--- src/rtl/instruction_fetch_pkg.sv ---
// Shared CPU types: fetch FSM states, fetch buffer entry, word sizes.
package cpu_types;
  localparam int          XLEN    = 32;
  localparam int          INSTR_W = 32;
  localparam logic [31:0] PC_INC  = 32'd4;

  typedef enum logic [1:0] {IDLE, WAIT_ACK, FLUSH} fetch_state_t;

  typedef struct packed {
    logic [INSTR_W-1:0] instr;
    logic [XLEN-1:0]    pc;
  } fetch_entry_t;

  // Word-align an address by clearing the two low bits.
  function automatic logic [XLEN-1:0] align_pc(input logic [XLEN-1:0] a);
    return a & ~32'h3;
  endfunction
endpackage

--- src/rtl/instruction_fetch_if.sv ---
// Fetch bus: instruction-memory side and decode-stage side.
interface instruction_fetch_if;
  import cpu_types::*;
  logic               mem_req;
  logic [XLEN-1:0]    mem_addr;
  logic               mem_ack;
  logic [INSTR_W-1:0] mem_rdata;
  logic               instr_valid;
  logic [INSTR_W-1:0] instruction;
  logic [XLEN-1:0]    instr_pc;
  logic               instr_ready;
  logic               redirect;
  logic [XLEN-1:0]    redirect_target;

  modport master (
    output mem_req, mem_addr, instr_valid, instruction, instr_pc,
    input  mem_ack, mem_rdata, instr_ready, redirect, redirect_target
  );
  modport slave (
    input  mem_req, mem_addr, instr_valid, instruction, instr_pc,
    output mem_ack, mem_rdata, instr_ready, redirect, redirect_target
  );
endinterface

--- src/rtl/instruction_fetch_buffer.sv ---
// 2-entry fetch FIFO; head is shown combinationally from storage.
module instruction_buffer
  import cpu_types::*;
#(
  parameter logic [XLEN-1:0] RESET_PC = 32'h0000_0000
) (
  input  logic         clk,
  input  logic         rst,
  input  logic         i_push,
  input  logic         i_pop,
  input  logic         i_flush,
  input  fetch_entry_t i_wdata,
  output fetch_entry_t o_head,
  output logic         o_full,
  output logic         o_empty
);
  fetch_entry_t r_mem [2];
  logic         r_rd, r_wr;
  logic [1:0]   r_cnt;
  logic         w_push, w_pop;

  // Flush wins over both push and pop; a push into a full FIFO needs a same-cycle pop.
  assign w_pop   = i_pop  & ~i_flush & ~o_empty;
  assign w_push  = i_push & ~i_flush & (~o_full | w_pop);
  assign o_full  = (r_cnt == 2'd2);
  assign o_empty = (r_cnt == 2'd0);
  assign o_head  = r_mem[r_rd];

  // Storage, pointers and occupancy.
  always_ff @(posedge clk or posedge rst) begin
    if (rst) begin
      r_mem[0] <= '{instr: '0, pc: RESET_PC};
      r_mem[1] <= '{instr: '0, pc: RESET_PC};
      r_rd     <= 1'b0;
      r_wr     <= 1'b0;
      r_cnt    <= 2'd0;
    end else if (i_flush) begin
      r_rd  <= r_wr;
      r_cnt <= 2'd0;
    end else begin
      if (w_push) begin
        r_mem[r_wr] <= i_wdata;
        r_wr        <= ~r_wr;
      end
      if (w_pop) r_rd <= ~r_rd;
      r_cnt <= r_cnt + {1'b0, w_push} - {1'b0, w_pop};
    end
  end
endmodule

--- src/rtl/instruction_fetch.sv ---
// Instruction fetch: single-outstanding memory requester feeding a 2-entry buffer.
module instruction_fetch
  import cpu_types::*;
#(
  parameter logic [XLEN-1:0] RESET_PC = 32'h0000_0000
) (
  input  logic                clk,
  input  logic                rst,
  instruction_fetch_if.master bus
);
  fetch_state_t    r_state;
  logic [XLEN-1:0] r_fetch_pc;
  logic            r_mem_req;
  logic [XLEN-1:0] r_mem_addr;

  logic            w_full, w_empty, w_pop, w_push, w_reissue;
  logic [XLEN-1:0] w_next_pc;
  fetch_entry_t    w_head, w_wdata;

  assign w_pop     = ~w_empty & bus.instr_ready;
  assign w_push    = (r_state == WAIT_ACK) & bus.mem_ack & ~bus.redirect;
  assign w_wdata   = '{instr: bus.mem_rdata, pc: r_mem_addr};
  assign w_next_pc = r_fetch_pc + PC_INC;
  // After this push (and any pop) a slot is still free: request the next word now.
  assign w_reissue = w_empty | (w_pop & ~w_full);

  assign bus.mem_req     = r_mem_req;
  assign bus.mem_addr    = r_mem_addr;
  assign bus.instr_valid = ~w_empty;
  assign bus.instruction = w_head.instr;
  assign bus.instr_pc    = w_head.pc;

  instruction_buffer #(.RESET_PC(RESET_PC)) u_buf (
    .clk     (clk),
    .rst     (rst),
    .i_push  (w_push),
    .i_pop   (w_pop),
    .i_flush (bus.redirect),
    .i_wdata (w_wdata),
    .o_head  (w_head),
    .o_full  (w_full),
    .o_empty (w_empty)
  );

  // Fetch FSM with registered request outputs; redirect always retargets fetch_pc.
  always_ff @(posedge clk or posedge rst) begin
    if (rst) begin
      r_state    <= IDLE;
      r_fetch_pc <= RESET_PC;
      r_mem_req  <= 1'b0;
      r_mem_addr <= RESET_PC;
    end else begin
      case (r_state)
        IDLE: begin
          if (bus.redirect) begin
            r_fetch_pc <= align_pc(bus.redirect_target);
          end else if (!w_full) begin
            r_state    <= WAIT_ACK;
            r_mem_req  <= 1'b1;
            r_mem_addr <= r_fetch_pc;
          end
        end
        WAIT_ACK: begin
          if (bus.redirect) begin
            r_fetch_pc <= align_pc(bus.redirect_target);
            if (bus.mem_ack) begin
              r_state   <= IDLE;
              r_mem_req <= 1'b0;
            end else begin
              r_state <= FLUSH;
            end
          end else if (bus.mem_ack) begin
            r_fetch_pc <= w_next_pc;
            if (w_reissue) begin
              r_mem_addr <= w_next_pc;
            end else begin
              r_state   <= IDLE;
              r_mem_req <= 1'b0;
            end
          end
        end
        FLUSH: begin
          if (bus.redirect) r_fetch_pc <= align_pc(bus.redirect_target);
          if (bus.mem_ack) begin
            r_state   <= IDLE;
            r_mem_req <= 1'b0;
          end
        end
        default: begin
          r_state   <= IDLE;
          r_mem_req <= 1'b0;
        end
      endcase
    end
  end
endmodule

--- src/flat_wrapper.sv ---
// flat-port wrapper written by rule: the top's interface ports become plain ports
module instruction_fetch_flat import cpu_types::*;
#(
  parameter logic [XLEN-1:0] RESET_PC = 32'h0000_0000
)
  (clk, rst, bus_mem_req, bus_mem_addr, bus_instr_valid, bus_instruction, bus_instr_pc, bus_mem_ack, bus_mem_rdata, bus_instr_ready, bus_redirect, bus_redirect_target);
  instruction_fetch_if bus_i ();
  input  logic clk;
  input  logic rst;
  output wire logic [$bits(bus_i.mem_req)-1:0] bus_mem_req;
  output wire logic [$bits(bus_i.mem_addr)-1:0] bus_mem_addr;
  output wire logic [$bits(bus_i.instr_valid)-1:0] bus_instr_valid;
  output wire logic [$bits(bus_i.instruction)-1:0] bus_instruction;
  output wire logic [$bits(bus_i.instr_pc)-1:0] bus_instr_pc;
  input wire logic [$bits(bus_i.mem_ack)-1:0] bus_mem_ack;
  input wire logic [$bits(bus_i.mem_rdata)-1:0] bus_mem_rdata;
  input wire logic [$bits(bus_i.instr_ready)-1:0] bus_instr_ready;
  input wire logic [$bits(bus_i.redirect)-1:0] bus_redirect;
  input wire logic [$bits(bus_i.redirect_target)-1:0] bus_redirect_target;
  assign bus_mem_req = bus_i.mem_req;
  assign bus_mem_addr = bus_i.mem_addr;
  assign bus_instr_valid = bus_i.instr_valid;
  assign bus_instruction = bus_i.instruction;
  assign bus_instr_pc = bus_i.instr_pc;
  assign bus_i.mem_ack = bus_mem_ack;
  assign bus_i.mem_rdata = bus_mem_rdata;
  assign bus_i.instr_ready = bus_instr_ready;
  assign bus_i.redirect = bus_redirect;
  assign bus_i.redirect_target = bus_redirect_target;
  instruction_fetch #(.RESET_PC(RESET_PC)) u_core (.clk(clk), .rst(rst), .bus(bus_i));
endmodule
--- config.mk ---
export PLATFORM = sky130hd
export DESIGN_NAME = instruction_fetch_flat
export DESIGN_NICKNAME = d
export VERILOG_FILES = /design/src/rtl/instruction_fetch_pkg.sv /design/src/rtl/instruction_fetch_if.sv /design/src/rtl/instruction_fetch_buffer.sv /design/src/rtl/instruction_fetch.sv /design/src/flat_wrapper.sv
export SDC_FILE = /design/constraint.sdc
export NUM_CORES = 1
export LEC_CHECK = 0
export CORE_AREA = 2 2 157 220
export DETAILED_ROUTE_END_ITERATION = 6
export DIE_AREA = 0 0 159 222
export SYNTH_ARGS = -nofsm -noshare
export SYNTH_HDL_FRONTEND = slang
export SYNTH_HIERARCHICAL = 1
export SYNTH_SLANG_ARGS = --single-unit
--- constraint.sdc ---
create_clock -name clk -period 4.5 [get_ports clk]
set_input_delay 0.9 -clock clk [delete_from_list [all_inputs] [get_ports clk]]
set_output_delay 0.9 -clock clk [all_outputs]
set_load 0.05 [all_outputs]
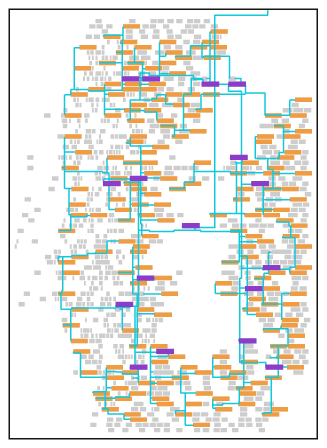
*Routed clock nets over the placement*
[cyan] clock wires | length: 2610 um
[orange] flip-flops | count: 195
[purple] clock-net drivers | count: 17
flops lie	spread over the die

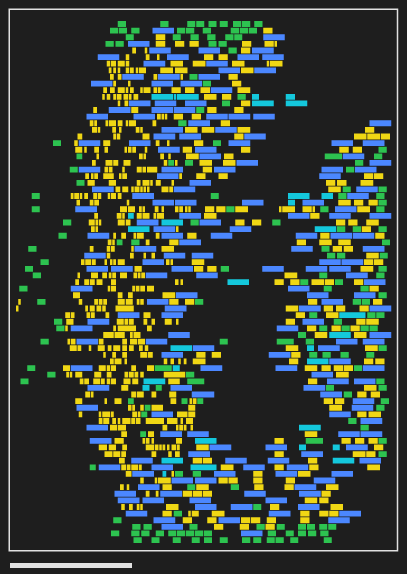
*Placement by cell class*
Scale bar: 50 um.
color	class	cells	share of their area
blue	sequential cells	195	41%
yellow	remaining logic cells	576	39%
cyan	clock drivers and dummy loads	31	4.9%
green	remaining buffers and delay cells	178	15%

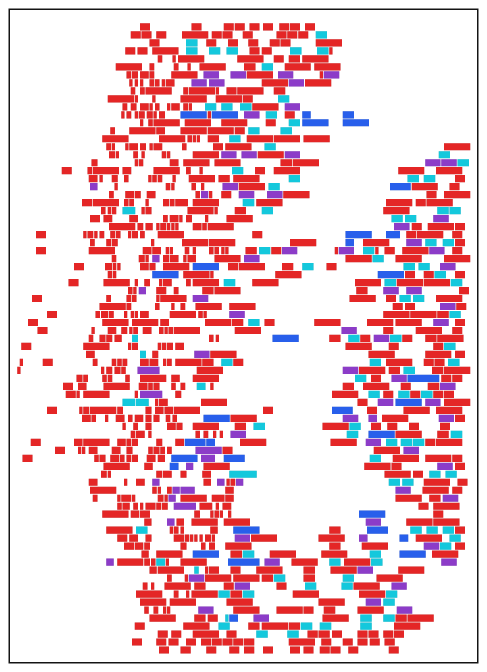
*Sizing map*
color	size	cells	most used
red	x1 and smaller	762	dfrtp_1
purple	x3 and x4	80	mux2_4
cyan	x2	106	mux2_2
blue	x6 and larger	32	clkbuf_16

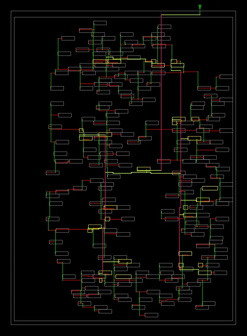
*The clock network*
Inserted Clock Buffers: 17
number of sequential cells in the layout: 195
clock latency on the worst-skew pair: 0.44 ns
clock sink count: 195
largest clock skew in the final design: 0.00991 ns

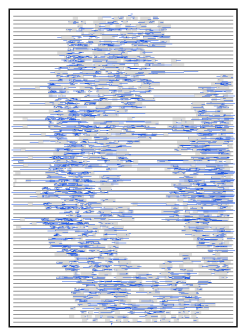
*M1 wires*
Supply wires on this layer in gray.
share of all routed wire	43%
wire length on this layer	10600 um

==> metrics.cfg <==
[outcome]
status=complete, no violations

[detailed_routing]
wl_per_cell_um=17.3
detailedRoute.firstPassIterationCount=4

[worst_hold_path]
worst_hold_path.num_cells=1

[grt]
grt_max_degree=88
globalRouteOverflowTotal=0
grt_pass1_wl_um=39700
grt_util_all_layers_pct=14.2

[worst_setup_path]
arrival_ns=2.65
reg2reg_from=u_core/r_state[0]
crit_fanout=23

[pwr]
power_frac_clock_pct=17.2
irDropWorstVdd_mv=0.343

[final_layout]
num-multi-input-gates=567
share_of_post_route_cells_with_drive_strength_above_1_pct=22.2

[logic_synthesis]
cell_count_in_the_yosys_report=833
synth_area_um2=9880

[clock_network]
clk_transition_reported_paths_ns=0.07

[die]
well_tap_count=445

[placed_design]
post-dp-hpwl_um=17300

-- worst max-delay path: cells and delay by family (launching register included) --
family	cells	cell delay, ns
buffers and inverters	2	1.07
DFF	1	0.76
muxes	1	0.38
-- sequential cells by signal (all words and copies together), names as in the netlist --
name                 cells
u_core/bus.mem_addr     30
u_core/u_buf/r_mem     128
u_core/r_fetch_pc       30
u_core/u_buf/r_rd        1
u_core/r_state           2
u_core/bus.mem_req       1
u_core/u_buf/r_wr        1
u_core/u_buf/r_cnt       2
-- power groups by stage --
stage	clock [mW]	sequential (mW)	combinational (mW)
2_1_floorplan	0	3.03	3.05
3_5_place_dp	0	2.99	4.52
5_1_grt	1.68	3.08	4.69
6_report	1.55	2.97	4.49
3_3_place_gp	0	2.96	4.48
4_1_cts	1.61	2.97	4.53
-- Yosys cell counts (3+ instances only) --
| master | instances |
|---|---|
| dfrtp_1 | 195 |
| mux2_2 | 96 |
| nor2_1 | 65 |
| a21oi_1 | 61 |
| mux2_4 | 60 |
| nand2_1 | 40 |
| mux2_1 | 37 |
| clkbuf_1 | 32 |
| buf_2 | 22 |
| nand3_1 | 22 |
| xnor2_1 | 20 |
| o21ai_0 | 17 |
| nand4_1 | 15 |
| xor2_1 | 13 |
| nor3_1 | 11 |
| o22ai_1 | 11 |
| inv_1 | 9 |
| and4_1 | 8 |
| and3_1 | 6 |
| buf_12 | 6 |
| nor2b_1 | 6 |
| a2bb2oi_1 | 5 |
| a31oi_1 | 5 |
| mux2i_1 | 5 |
| nand2b_1 | 5 |
| o22a_1 | 5 |
| nor4_1 | 4 |
| buf_1 | 3 |
| ha_1 | 3 |
| nor3b_1 | 3 |
| o32ai_1 | 3 |
| or3_1 | 3 |
| or4_1 | 3 |
-- routing by layer --
layer | wire (um) | vias up
li1 | - | 3240
met1 | 10600 | 3359
met2 | 12400 | 155
met3 | 846 | 34
met4 | 741 | 0
met5 | 0 | -
-- worst max path at each step --
| stage | start | to | slack [ns] |
|---|---|---|---|
| 6_report | u_core/u_buf/r_rd | bus_instruction[22] | 0.95 |
| 5_1_grt | u_core/u_buf/r_rd | bus_instruction[22] | 0.81 |
| 4_1_cts | u_core/u_buf/r_rd | bus_instruction[22] | 0.85 |
| 3_5_place_dp | bus_redirect | u_core/u_buf/r_mem[107] | 0.60 |
| 3_3_place_gp | bus_redirect | u_core/u_buf/r_mem[101] | 0.65 |
| 2_1_floorplan | rst | u_core/u_buf/r_cnt[0] | 0.07 |
-- stage by stage --
| stage | std cells | instance area, um^2 | setup slack (ns) | hold WS (ns) |
|---|---|---|---|---|
| after global routing | 1425 | 12500 | 0.807 | 0.497 |
| after floorplan | 838 | 9900 | 0.0740 | 0.452 |
| after detailed placement | 1394 | 11900 | 0.600 | 0.468 |
| after global placement | 1394 | 11900 | 0.649 | 0.461 |
| final | 1425 | 12500 | 0.950 | 0.481 |
| after CTS | 1425 | 12500 | 0.851 | 0.485 |
-- kinds of logic (layout without fill, tap and decap cells) --
family                   Yosys count  after routing
buffers and inverters             76            218
multiplexers                     198            198
AND-OR/OR-AND                    122            122
adder cells (fa/ha/maj)            3              3
AND/OR/NAND/NOR                  205            205
flip-flops                       195            195
XOR/XNOR                          33             33
other                              1              6
Power is estimated from default activity; no workload was simulated.
